### src/rtl/mult_issue_buf_if.sv
// ============================================================================
// mult_issue_buf_if : dispatch, multiplier and writeback signal bundle for
//                     the multiply issue buffer.
// Revision: 1.0
// ============================================================================
`default_nettype none

interface mult_issue_buf_if #(
  parameter int TAG_W = 6
);
  logic             alloc_en;
  logic [15:0]      alloc_op1;
  logic [15:0]      alloc_op2;
  logic [TAG_W-1:0] alloc_tag;
  logic             rs_full;
  logic             rs_empty;
  logic             flush;
  logic             mult_en;
  logic [15:0]      mult_op1;
  logic [15:0]      mult_op2;
  logic             mult_valid_wb;
  logic [15:0]      mult_out;
  logic             wb_valid;
  logic [15:0]      wb_data;
  logic [TAG_W-1:0] wb_tag;
  logic             wb_ack;

  // Environment side: dispatch, multiplier and writeback arbiter.
  modport master (
    output alloc_en, alloc_op1, alloc_op2, alloc_tag, flush,
    output mult_valid_wb, mult_out, wb_ack,
    input  rs_full, rs_empty, mult_en, mult_op1, mult_op2,
    input  wb_valid, wb_data, wb_tag
  );

  modport slave (
    input  alloc_en, alloc_op1, alloc_op2, alloc_tag, flush,
    input  mult_valid_wb, mult_out, wb_ack,
    output rs_full, rs_empty, mult_en, mult_op1, mult_op2,
    output wb_valid, wb_data, wb_tag
  );
endinterface

`default_nettype wire

### src/rtl/mult_issue_buf.sv
// ============================================================================
// mult_issue_buf : FIFO of multiply ops feeding one Booth multiplier, with
//                  result hold for writeback and flush/squash support.
// Revision: 1.0
// ============================================================================
`default_nettype none

module mult_issue_buf #(
  parameter int DEPTH = 4,
  parameter int TAG_W = 6
) (
  input  logic            clk,
  input  logic            rst_n,
  mult_issue_buf_if.slave bus
);

  localparam int AW = (DEPTH > 1) ? $clog2(DEPTH) : 1;
  localparam int CW = AW + 1;

  localparam logic [1:0] S_IDLE = 2'd0;
  localparam logic [1:0] S_BUSY = 2'd1;
  localparam logic [1:0] S_WB   = 2'd2;

  logic [1:0]       r_state;
  logic [AW-1:0]    r_wr_ptr;
  logic [AW-1:0]    r_rd_ptr;
  logic [CW-1:0]    r_count;
  logic             r_squash;
  logic [TAG_W-1:0] r_tag;
  logic [15:0]      r_wb_data;
  logic [TAG_W-1:0] r_wb_tag;

  logic [15:0]      r_op1_mem [DEPTH];
  logic [15:0]      r_op2_mem [DEPTH];
  logic [TAG_W-1:0] r_tag_mem [DEPTH];

  logic w_full;
  logic w_empty;
  logic w_pop;
  logic w_push;

  assign w_full  = (r_count == CW'(DEPTH));
  assign w_empty = (r_count == '0);
  assign w_pop   = (r_state == S_IDLE) && !w_empty && !bus.flush;
  // A pop on the same edge frees the slot, so a write while full is safe then.
  assign w_push  = bus.alloc_en && !bus.flush && (!w_full || w_pop);

  always_ff @(posedge clk or negedge rst_n) begin
    if (!rst_n) begin
      for (int i = 0; i < DEPTH; i++) begin
        r_op1_mem[i] <= '0;
        r_op2_mem[i] <= '0;
        r_tag_mem[i] <= '0;
      end
    end else if (w_push) begin
      r_op1_mem[r_wr_ptr] <= bus.alloc_op1;
      r_op2_mem[r_wr_ptr] <= bus.alloc_op2;
      r_tag_mem[r_wr_ptr] <= bus.alloc_tag;
    end
  end

  always_ff @(posedge clk or negedge rst_n) begin
    if (!rst_n) begin
      r_wr_ptr <= '0;
      r_rd_ptr <= '0;
      r_count  <= '0;
    end else if (bus.flush) begin
      r_wr_ptr <= '0;
      r_rd_ptr <= '0;
      r_count  <= '0;
    end else begin
      if (w_push) begin
        r_wr_ptr <= r_wr_ptr + AW'(1);
      end
      if (w_pop) begin
        r_rd_ptr <= r_rd_ptr + AW'(1);
      end
      case ({w_push, w_pop})
        2'b10:   r_count <= r_count + CW'(1);
        2'b01:   r_count <= r_count - CW'(1);
        default: r_count <= r_count;
      endcase
    end
  end

  always_ff @(posedge clk or negedge rst_n) begin
    if (!rst_n) begin
      r_state   <= S_IDLE;
      r_squash  <= 1'b0;
      r_tag     <= '0;
      r_wb_data <= '0;
      r_wb_tag  <= '0;
    end else begin
      case (r_state)
        S_IDLE: begin
          if (w_pop) begin
            r_tag   <= r_tag_mem[r_rd_ptr];
            r_state <= S_BUSY;
          end
        end
        S_BUSY: begin
          // The multiplier cannot be aborted: a flushed op waits out its pulse.
          if (bus.mult_valid_wb) begin
            if (r_squash || bus.flush) begin
              r_squash <= 1'b0;
              r_state  <= S_IDLE;
            end else begin
              r_wb_data <= bus.mult_out;
              r_wb_tag  <= r_tag;
              r_state   <= S_WB;
            end
          end else if (bus.flush) begin
            r_squash <= 1'b1;
          end
        end
        S_WB: begin
          if (bus.flush || bus.wb_ack) begin
            r_state <= S_IDLE;
          end
        end
        default: begin
          r_state  <= S_IDLE;
          r_squash <= 1'b0;
        end
      endcase
    end
  end

  assign bus.rs_full  = w_full;
  assign bus.rs_empty = w_empty;
  assign bus.mult_en  = w_pop;
  assign bus.mult_op1 = r_op1_mem[r_rd_ptr];
  assign bus.mult_op2 = r_op2_mem[r_rd_ptr];
  assign bus.wb_valid = (r_state == S_WB);
  assign bus.wb_data  = r_wb_data;
  assign bus.wb_tag   = r_wb_tag;

endmodule

`default_nettype wire

### src/flat_wrapper.sv
// flat-port wrapper written by rule: the top's interface ports become plain ports
module mult_issue_buf_flat 
#(
  parameter int DEPTH = 4,
  parameter int TAG_W = 6
)
  (clk, rst_n, bus_alloc_en, bus_alloc_op1, bus_alloc_op2, bus_alloc_tag, bus_flush, bus_mult_valid_wb, bus_mult_out, bus_wb_ack, bus_rs_full, bus_rs_empty, bus_mult_en, bus_mult_op1, bus_mult_op2, bus_wb_valid, bus_wb_data, bus_wb_tag);
  mult_issue_buf_if #(.TAG_W(TAG_W)) bus_i ();
  input  logic clk;
  input  logic rst_n;
  input wire logic [$bits(bus_i.alloc_en)-1:0] bus_alloc_en;
  input wire logic [$bits(bus_i.alloc_op1)-1:0] bus_alloc_op1;
  input wire logic [$bits(bus_i.alloc_op2)-1:0] bus_alloc_op2;
  input wire logic [$bits(bus_i.alloc_tag)-1:0] bus_alloc_tag;
  input wire logic [$bits(bus_i.flush)-1:0] bus_flush;
  input wire logic [$bits(bus_i.mult_valid_wb)-1:0] bus_mult_valid_wb;
  input wire logic [$bits(bus_i.mult_out)-1:0] bus_mult_out;
  input wire logic [$bits(bus_i.wb_ack)-1:0] bus_wb_ack;
  output wire logic [$bits(bus_i.rs_full)-1:0] bus_rs_full;
  output wire logic [$bits(bus_i.rs_empty)-1:0] bus_rs_empty;
  output wire logic [$bits(bus_i.mult_en)-1:0] bus_mult_en;
  output wire logic [$bits(bus_i.mult_op1)-1:0] bus_mult_op1;
  output wire logic [$bits(bus_i.mult_op2)-1:0] bus_mult_op2;
  output wire logic [$bits(bus_i.wb_valid)-1:0] bus_wb_valid;
  output wire logic [$bits(bus_i.wb_data)-1:0] bus_wb_data;
  output wire logic [$bits(bus_i.wb_tag)-1:0] bus_wb_tag;
  assign bus_i.alloc_en = bus_alloc_en;
  assign bus_i.alloc_op1 = bus_alloc_op1;
  assign bus_i.alloc_op2 = bus_alloc_op2;
  assign bus_i.alloc_tag = bus_alloc_tag;
  assign bus_i.flush = bus_flush;
  assign bus_i.mult_valid_wb = bus_mult_valid_wb;
  assign bus_i.mult_out = bus_mult_out;
  assign bus_i.wb_ack = bus_wb_ack;
  assign bus_rs_full = bus_i.rs_full;
  assign bus_rs_empty = bus_i.rs_empty;
  assign bus_mult_en = bus_i.mult_en;
  assign bus_mult_op1 = bus_i.mult_op1;
  assign bus_mult_op2 = bus_i.mult_op2;
  assign bus_wb_valid = bus_i.wb_valid;
  assign bus_wb_data = bus_i.wb_data;
  assign bus_wb_tag = bus_i.wb_tag;
  mult_issue_buf #(.DEPTH(DEPTH), .TAG_W(TAG_W)) u_core (.clk(clk), .rst_n(rst_n), .bus(bus_i));
endmodule
### config.mk
export PLATFORM = sky130hd
export DESIGN_NAME = mult_issue_buf_flat
export DESIGN_NICKNAME = d
export VERILOG_FILES = /design/src/rtl/mult_issue_buf_if.sv /design/src/rtl/mult_issue_buf.sv /design/src/flat_wrapper.sv
export SDC_FILE = /design/constraint.sdc
export NUM_CORES = 1
export LEC_CHECK = 0
export ABC_AREA = 1
export ABC_CLOCK_PERIOD_IN_PS = 2100
export CAP_MARGIN = 20
export CORE_ASPECT_RATIO = 0.75
export CORE_UTILIZATION = 53
export CTS_BUF_LIST = sky130_fd_sc_hd__clkbuf_4
export DETAILED_ROUTE_END_ITERATION = 12
export HOLD_SLACK_MARGIN = 0.12
export PLACE_DENSITY_LB_ADDON = 0.05
export SLEW_MARGIN = 30
export SYNTH_ARGS = -nofsm -noshare
export SYNTH_HDL_FRONTEND = slang
export SYNTH_SLANG_ARGS = --single-unit
### constraint.sdc
create_clock -name clk -period 2.1 [get_ports clk]
set_input_delay 0.42 -clock clk [delete_from_list [all_inputs] [get_ports clk]]
set_output_delay 0.42 -clock clk [all_outputs]
set_load 0.01 [all_outputs]
**Metal 3**

Drawn at 2 px/um.
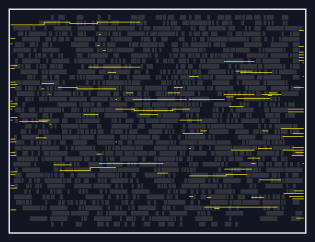
longest straight run: 36.3 um
share of all routed wire: 3.8%
WL final: 20.15 mm
grt met3 use: 0.04321
via count: 6,718

**Routed metal per tile**

Drawn at 2 px/um. 30 x 22 tiles, from dark purple (low) to yellow (high), scaled to the fullest tile. Values are wire area over tile area, all layers added.
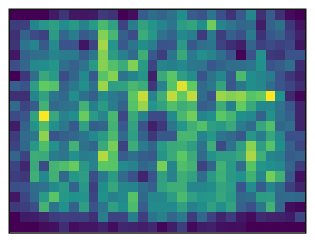
tiles over half the peak: 31%
emptiest ninth of the die: top right
nearly empty tiles: 3.2%
mean over tiles: 0.19
fullest tile: 0.48
densest ninth of the die: middle
GRT Total Usage: 0.2610
DR WL/cell: 15.68 um

==> reports/qor.csv <==
metric,value,unit
status,finished with violations,
final_cells,1285,
start_kind,flip-flop,
grt_pass1_vias,6425,
antenna_found_initial,0,
power.combinational.fraction,0.449,
seqPwrFrac,0.416,
grt_first_pass_wirelength,33.49,mm
hold_viol,0,
cpMaxStageDelayCell,dfrtp_1,
drtAntennaViolNets,0,
edf_count,0,
cp_num_buf_inv,3,
violations,negative setup slack,
grt.overflow.total,0,
setup_viol,32,
fin_ws,-0.1595,ns
drtIter0Drc,586,
cp.depth,5,
critPathArrivalTime,1.84,ns
ys_chip_area,0.008418,mm^2
cts_max_level,4,
portBuffers,117,
setup_tns,-3.728,ns
fin_skew,0.02029,ns
drive_gt1_frac,0.2009,
ys_top_logic_family,AND-OR/OR-AND gates,
place.gp.congestion,0.8004,
worst_hold_slack,0.3548,ns
syn_inst,937,
muxShareOfSynthArea,0,
final.period_utilization,1.076,
rsz0062_at_grt,yes,
fp_nets,1002,
cts_root_buffer,clkbuf_4,
relSlewSlack,0.6709,
dp_hpwl,12.12,mm
cp_slowest_stage_delay,0.45,ns
grt_max_degree,57,
ys_sh_xor,0.001040,
path_class,flip-flop to output pin,
power.total,14.46,mW
reg2reg_depth,13,
topCellsByArea,"dfrtp_1 (56%), o21ai_0 (11%), nand2_1 (9.8%)",
**Sizing map**

Drawn at 2 px/um.
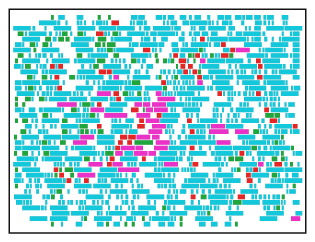
| color | size | cells | share |
|---|---|---|---|
| cyan | _0 and _1 cells | 863 | 80% |
| magenta | _6 and larger | 41 | 3.8% |
| green | _2 cells | 115 | 11% |
| red | _3 and _4 cells | 61 | 5.6% |
Non-Clock Buffer Count: 174
design area: 0.01056 mm^2

**Clock nets**

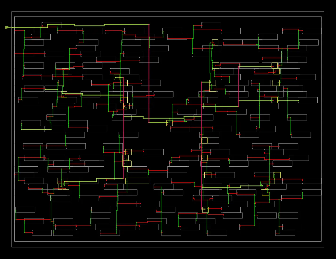
Clock Buffer Count: 18
Num CTS Buffers: 17

## final cells by class
class	instances	area, um^2
fill	1294	4816
sequential	190	4756
multi-input combinational	623	3209
timing repair buffer	174	1826
tap	205	256.5
inverter	61	236.5
clock inverter	14	136.4
clock buffer	18	135.1
## final timing paths
check,start,to
worst max-delay path,u_core.r_rd_ptr[1]$_DFFE_PN0P_,bus_mult_op2[6]
worst min-delay path,rst_n,u_core.r_op2_mem[59]$_DFFE_PN0P_
worst max register to register,u_core.r_count[1]$_DFFE_PN0P_,u_core.r_count[2]$_DFFE_PN0P_
worst min register to register,u_core.bus.wb_data[3]$_DFFE_PN0P_,u_core.bus.wb_data[3]$_DFFE_PN0P_
max in group asynchronous,rst_n,u_core.r_op1_mem[14]$_DFFE_PN0P_
min in group clk,bus_mult_out[1],u_core.bus.wb_data[1]$_DFFE_PN0P_
## registers in the layout, indices dropped and copies added, names as in the netlist
register / count
u_core.r_tag: 6
u_core.bus.wb_tag: 6
u_core.r_tag_mem: 24
u_core.bus.wb_data: 16
u_core.r_wr_ptr: 2
u_core.r_op2_mem: 64
u_core.r_rd_ptr: 2
u_core.r_count: 3
u_core.r_state: 2
u_core.r_squash: 1
u_core.r_op1_mem: 64
## power groups by stage
| stage | combinational [mW] | clock, mW | sequential, mW |
|---|---|---|---|
| global route | 7.21 | 2.14 | 6.21 |
| detailed placement | 6.03 | 0 | 5.98 |
| finish | 6.50 | 1.95 | 6.01 |
| floorplan | 3.27 | 0 | 5.92 |
| global placement | 5.94 | 0 | 5.95 |
| CTS | 6.18 | 1.99 | 5.93 |
## per-layer routing
metal  GRT usage  share of wire  vias up
met5           0              0        -
met4     0.07835          0.013        0
met3     0.04321          0.038       24
met2      0.3925           0.45      142
met1      0.3883           0.50     3201
li1            -              -     3351
Power figures rest on the tool's default switching activity, not on a simulated workload.
